Fig. 1: placed standard cells
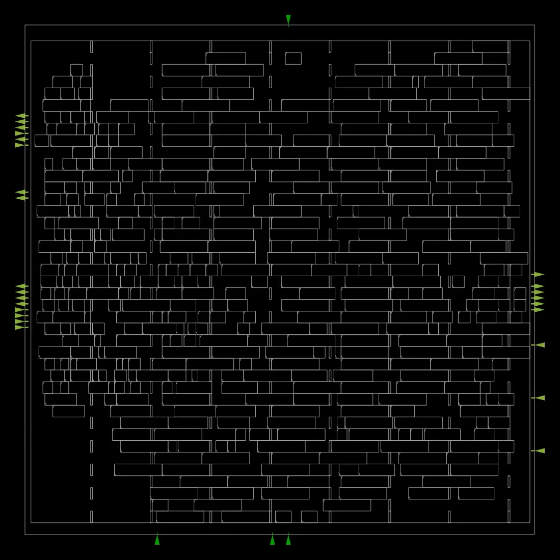
Fig. 2: routed clock nets over the placement
The bar under the picture is 20 um long.
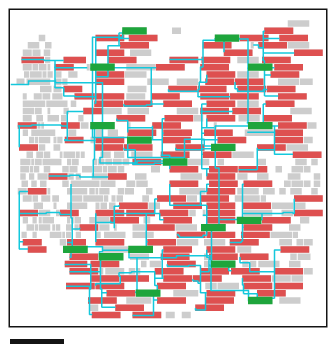
Fig. 3: routed metal, one colour a layer
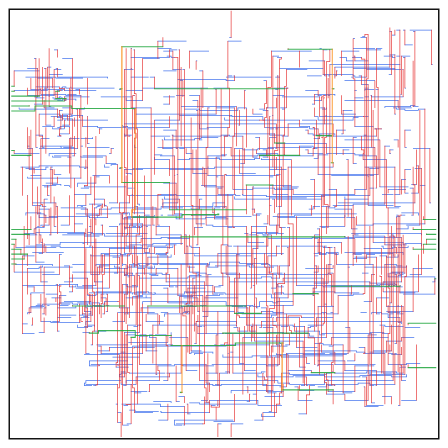
[config.mk]
export PLATFORM = sky130hd
export DESIGN_NAME = rx_char_fifo_flat
export DESIGN_NICKNAME = d
export VERILOG_FILES = /design/src/rtl/rx_char_fifo_if.sv /design/src/rtl/rx_char_fifo.sv /design/src/flat_wrapper.sv
export SDC_FILE = /design/constraint.sdc
export NUM_CORES = 1
export LEC_CHECK = 0
export ABC_AREA = 0
export CAP_MARGIN = 20
export CORE_MARGIN = 1
export CORE_UTILIZATION = 45
export CTS_CLUSTER_SIZE = 40
export DETAILED_ROUTE_END_ITERATION = 7
export PLACE_DENSITY = 0.63
export SETUP_SLACK_MARGIN = 0.5
export SYNTH_ARGS = -nofsm -noshare
export SYNTH_HDL_FRONTEND = slang
export SYNTH_SLANG_ARGS = --single-unit
[constraint.sdc]
create_clock -name clk -period 2.6 [get_ports clk]
set_input_delay 0.52 -clock clk [delete_from_list [all_inputs] [get_ports clk]]
set_output_delay 0.52 -clock clk [all_outputs]
set_load 0.02 [all_outputs]
[src/rtl/rx_char_fifo_if.sv]
// rx_char_fifo_if: receiver-side character and PIO read/status signals for rx_char_fifo.
interface rx_char_fifo_if #(
    parameter int DATA_W = 8,
    parameter int ADDR_W = 4
);
    logic [DATA_W-1:0] par_data_in;
    logic              char_received;
    logic              rd_req;
    logic              ovf_clr;
    logic [DATA_W-1:0] rd_data;
    logic              rd_valid;
    logic [ADDR_W:0]   fill_count;
    logic              full;
    logic              overflow;

    modport master (
        output par_data_in, char_received, rd_req, ovf_clr,
        input  rd_data, rd_valid, fill_count, full, overflow
    );

    modport slave (
        input  par_data_in, char_received, rd_req, ovf_clr,
        output rd_data, rd_valid, fill_count, full, overflow
    );
endinterface

[src/rtl/rx_char_fifo.sv]
// rx_char_fifo: edge-triggered character FIFO between the serial receiver and Nios PIO reads.
module rx_char_fifo #(
    parameter int DATA_W = 8,
    parameter int DEPTH  = 16,
    parameter int ADDR_W = 4
) (
    input  logic           clk,
    input  logic           reset,
    rx_char_fifo_if.slave  bus
);
    logic [DATA_W-1:0] r_mem [DEPTH];
    logic [ADDR_W-1:0] r_wr_ptr, r_rd_ptr;
    logic [ADDR_W:0]   r_count;
    logic              r_ovf, r_char_d, r_req_d;
    logic              w_push_evt, w_pop_evt, w_empty, w_full, w_pop, w_push;

    always_comb begin
        w_push_evt = bus.char_received & ~r_char_d;
        w_pop_evt  = bus.rd_req & ~r_req_d;
        w_empty    = r_count == '0;
        w_full     = r_count == (ADDR_W+1)'(DEPTH);
        w_pop      = w_pop_evt & ~w_empty;
        w_push     = w_push_evt & (~w_full | w_pop);
    end

    // History regs reset high so levels held through reset release are not seen as edges.
    always_ff @(posedge clk) begin
        if (!reset) begin
            r_wr_ptr <= '0;
            r_rd_ptr <= '0;
            r_count  <= '0;
            r_ovf    <= 1'b0;
            r_char_d <= 1'b1;
            r_req_d  <= 1'b1;
        end else begin
            r_char_d <= bus.char_received;
            r_req_d  <= bus.rd_req;
            if (w_push) r_wr_ptr <= r_wr_ptr + ADDR_W'(1);
            if (w_pop) r_rd_ptr <= r_rd_ptr + ADDR_W'(1);
            r_count <= r_count + (ADDR_W+1)'(w_push) - (ADDR_W+1)'(w_pop);
            if (w_push_evt & w_full & ~w_pop) r_ovf <= 1'b1;
            else if (bus.ovf_clr) r_ovf <= 1'b0;
        end
    end

    always_ff @(posedge clk) begin
        if (reset && w_push) r_mem[r_wr_ptr] <= bus.par_data_in;
    end

    assign bus.rd_data    = w_empty ? '0 : r_mem[r_rd_ptr];
    assign bus.rd_valid   = ~w_empty;
    assign bus.fill_count = r_count;
    assign bus.full       = w_full;
    assign bus.overflow   = r_ovf;
endmodule

[src/flat_wrapper.sv]
// flat-port wrapper written by rule: the top's interface ports become plain ports
module rx_char_fifo_flat 
#(
    parameter int DATA_W = 8,
    parameter int DEPTH  = 16,
    parameter int ADDR_W = 4
)
  (clk, reset, bus_par_data_in, bus_char_received, bus_rd_req, bus_ovf_clr, bus_rd_data, bus_rd_valid, bus_fill_count, bus_full, bus_overflow);
  rx_char_fifo_if #(.DATA_W(DATA_W), .ADDR_W(ADDR_W)) bus_i ();
  input  logic clk;
  input  logic reset;
  input wire logic [$bits(bus_i.par_data_in)-1:0] bus_par_data_in;
  input wire logic [$bits(bus_i.char_received)-1:0] bus_char_received;
  input wire logic [$bits(bus_i.rd_req)-1:0] bus_rd_req;
  input wire logic [$bits(bus_i.ovf_clr)-1:0] bus_ovf_clr;
  output wire logic [$bits(bus_i.rd_data)-1:0] bus_rd_data;
  output wire logic [$bits(bus_i.rd_valid)-1:0] bus_rd_valid;
  output wire logic [$bits(bus_i.fill_count)-1:0] bus_fill_count;
  output wire logic [$bits(bus_i.full)-1:0] bus_full;
  output wire logic [$bits(bus_i.overflow)-1:0] bus_overflow;
  assign bus_i.par_data_in = bus_par_data_in;
  assign bus_i.char_received = bus_char_received;
  assign bus_i.rd_req = bus_rd_req;
  assign bus_i.ovf_clr = bus_ovf_clr;
  assign bus_rd_data = bus_i.rd_data;
  assign bus_rd_valid = bus_i.rd_valid;
  assign bus_fill_count = bus_i.fill_count;
  assign bus_full = bus_i.full;
  assign bus_overflow = bus_i.overflow;
  rx_char_fifo #(.DATA_W(DATA_W), .DEPTH(DEPTH), .ADDR_W(ADDR_W)) u_core (.clk(clk), .reset(reset), .bus(bus_i));
endmodule
==> flow_summary.ini <==
; yosys + openroad results
[floorplan]
dieWidth_um = 118
fp_util_pct = 47.0
die_y_um = 118

[synthesis]
top_cells_by_area = edfxtp_1, mux4_2, dfxtp_1, mux4_1, ha_1
yosys.area.top_type = edfxtp_1
synthSimpleGateAreaFrac_pct = 6.04
async_flop_share_pct = 0
floorplan.nets = 357
synth_flops = 148
top_cells_by_count = edfxtp_1, mux4_2, dfxtp_1, a211oi_1, nor3_1
yosysChipArea_um2 = 6050
ys_cells = 332
synth_cell_types = 39
fa_ha_area_share_pct = 2.61
synth-edff-count = 128
flop_cell = edfxtp_1

[run_status]
status = finished, violations left
failed_checks = setup timing

[timing]
fmax_mhz = 369
tightest_slew_ps = 686
setup_viol = 7
setup_ws_ps = -111
relSlewSlack_pct = 54.2

[clock_network]
cts.sinks = 148
cts_root_buf = clkbuf_16
path_clk_slew_ps = 60

[global_routing]
antenna_found_initial = 0
grt_pass1_wl_um = 18700
grt_start_max_net_pins = 24
overflow = 0

[layout]
mostFrequentLayoutCells = edfxtp_1, buf_4, mux4_2
layout-drive-gt1-share_pct = 39.8

[power]
p_per_area_nw_per_um2 = 812
peakVddDrop_mv = 0.658

[placed_design]
dp_hpwl_um = 7490

[routing]
drc_errors = 0
wire_per_inst_um = 20.1
first_iter_violations = 201

[critical_path]
critPathKind = flip-flop to output port
reg2reg_to = u_core.bus.fill_count[4]
endpoint = bus_rd_data[6]
reg2reg_slack_ps = 130
r2r_cells = 12
worst-path-max-fanout = 6
end_kind = output port
cp.arrival_ps = 2190

[worst_hold_path]
hold_end = u_core.r_wr_ptr[1]
Notes on Fig. 1 above:
sequential cell count: 148
final core utilization: 60.8%
row cnt: 41
Seq area share: 54.4%

Notes on Fig. 2 above:
[flip-flops] red | count: 148
[cells driving clock nets] green | count: 17
[clock wires] cyan | length: 1,630 um
flops lie: all over the die
routed clock nets: 18
Final Skew: 10.1 ps
Clock Power: 2.46 mW
clock share of power: 38.8%
worst skew pair latency: 420 ps

Notes on Fig. 3 above:
[met1] blue | wire length: 5,200 um
[met2] red | wire length: 6,170 um
[met4] orange | wire length: 125 um
[met3] green | wire length: 504 um

==> report_power, final <==
group / switching, mW / leakage, nW / internal [mW]
combinational: 0.602 / 1.03 / 0.612
sequential: 0.0485 / 1.32 / 2.63
clock: 0.886 / 0.291 / 1.58
==> stage by stage <==
stage                     cells  TNS [ps]  power, mW
after floorplan             332         0       3.33
after global placement      553      -566       3.76
after detailed placement    553      -791       3.77
after CTS                   594      -599       6.33
after global routing        597      -934       6.60
final                       597      -392       6.36
==> per-layer routing <==
layer  GRT usage (%)  up-vias  wire [um]
li1                -     1471          -
met1            24.0     1616       5200
met2            30.5       75       6170
met3            5.23       13        503
met4            6.73        0        125
met5               0        -          0
==> flip-flops by register name, summed over array words and instances, names as in the netlist, named ones only <==
register               cells
u_core.r_mem             128
u_core.bus.fill_count      5
u_core.r_rd_ptr            4
u_core.r_wr_ptr            4
u_core.bus.overflow        1
u_core.r_char_d            1
u_core.r_req_d             1
==> critical path, cell delays in order, from the launching register on <==
cell and delay [ps]:
dfxtp_4 390, buf_12 120, buf_16 120, mux4_2 550, a211oi_2 250, buf_4 150, a211oi_2 30, buf_4 160
==> layout make-up <==
| class | count | area [um2] |
|---|---|---|
| tap | 172 | 215 |
| inverter | 12 | 50.0 |
| timing repair buffer | 81 | 812 |
| fill | 961 | 5040 |
| multi-input combinational | 152 | 1900 |
| clock inverter | 14 | 166 |
| clock buffer | 18 | 429 |
| sequential | 148 | 4260 |
==> timing repair <==
action,CTS,global route
setup buffers,8,3
cloned,1,0
endpoints found under the setup margin,15,22
hold buffers,0,0
gates resized,75,39
pin swaps,11,11
==> kinds of logic after synthesis <==
group	count (synthesis)
muxes	40
DFF	148
AOI/OAI and AO/OA	30
xor gates and xnor gates	7
buffers and inverters	32
and+or+nand+nor	63
adders and majority gates	12
Power is estimated from default activity; no workload was simulated.
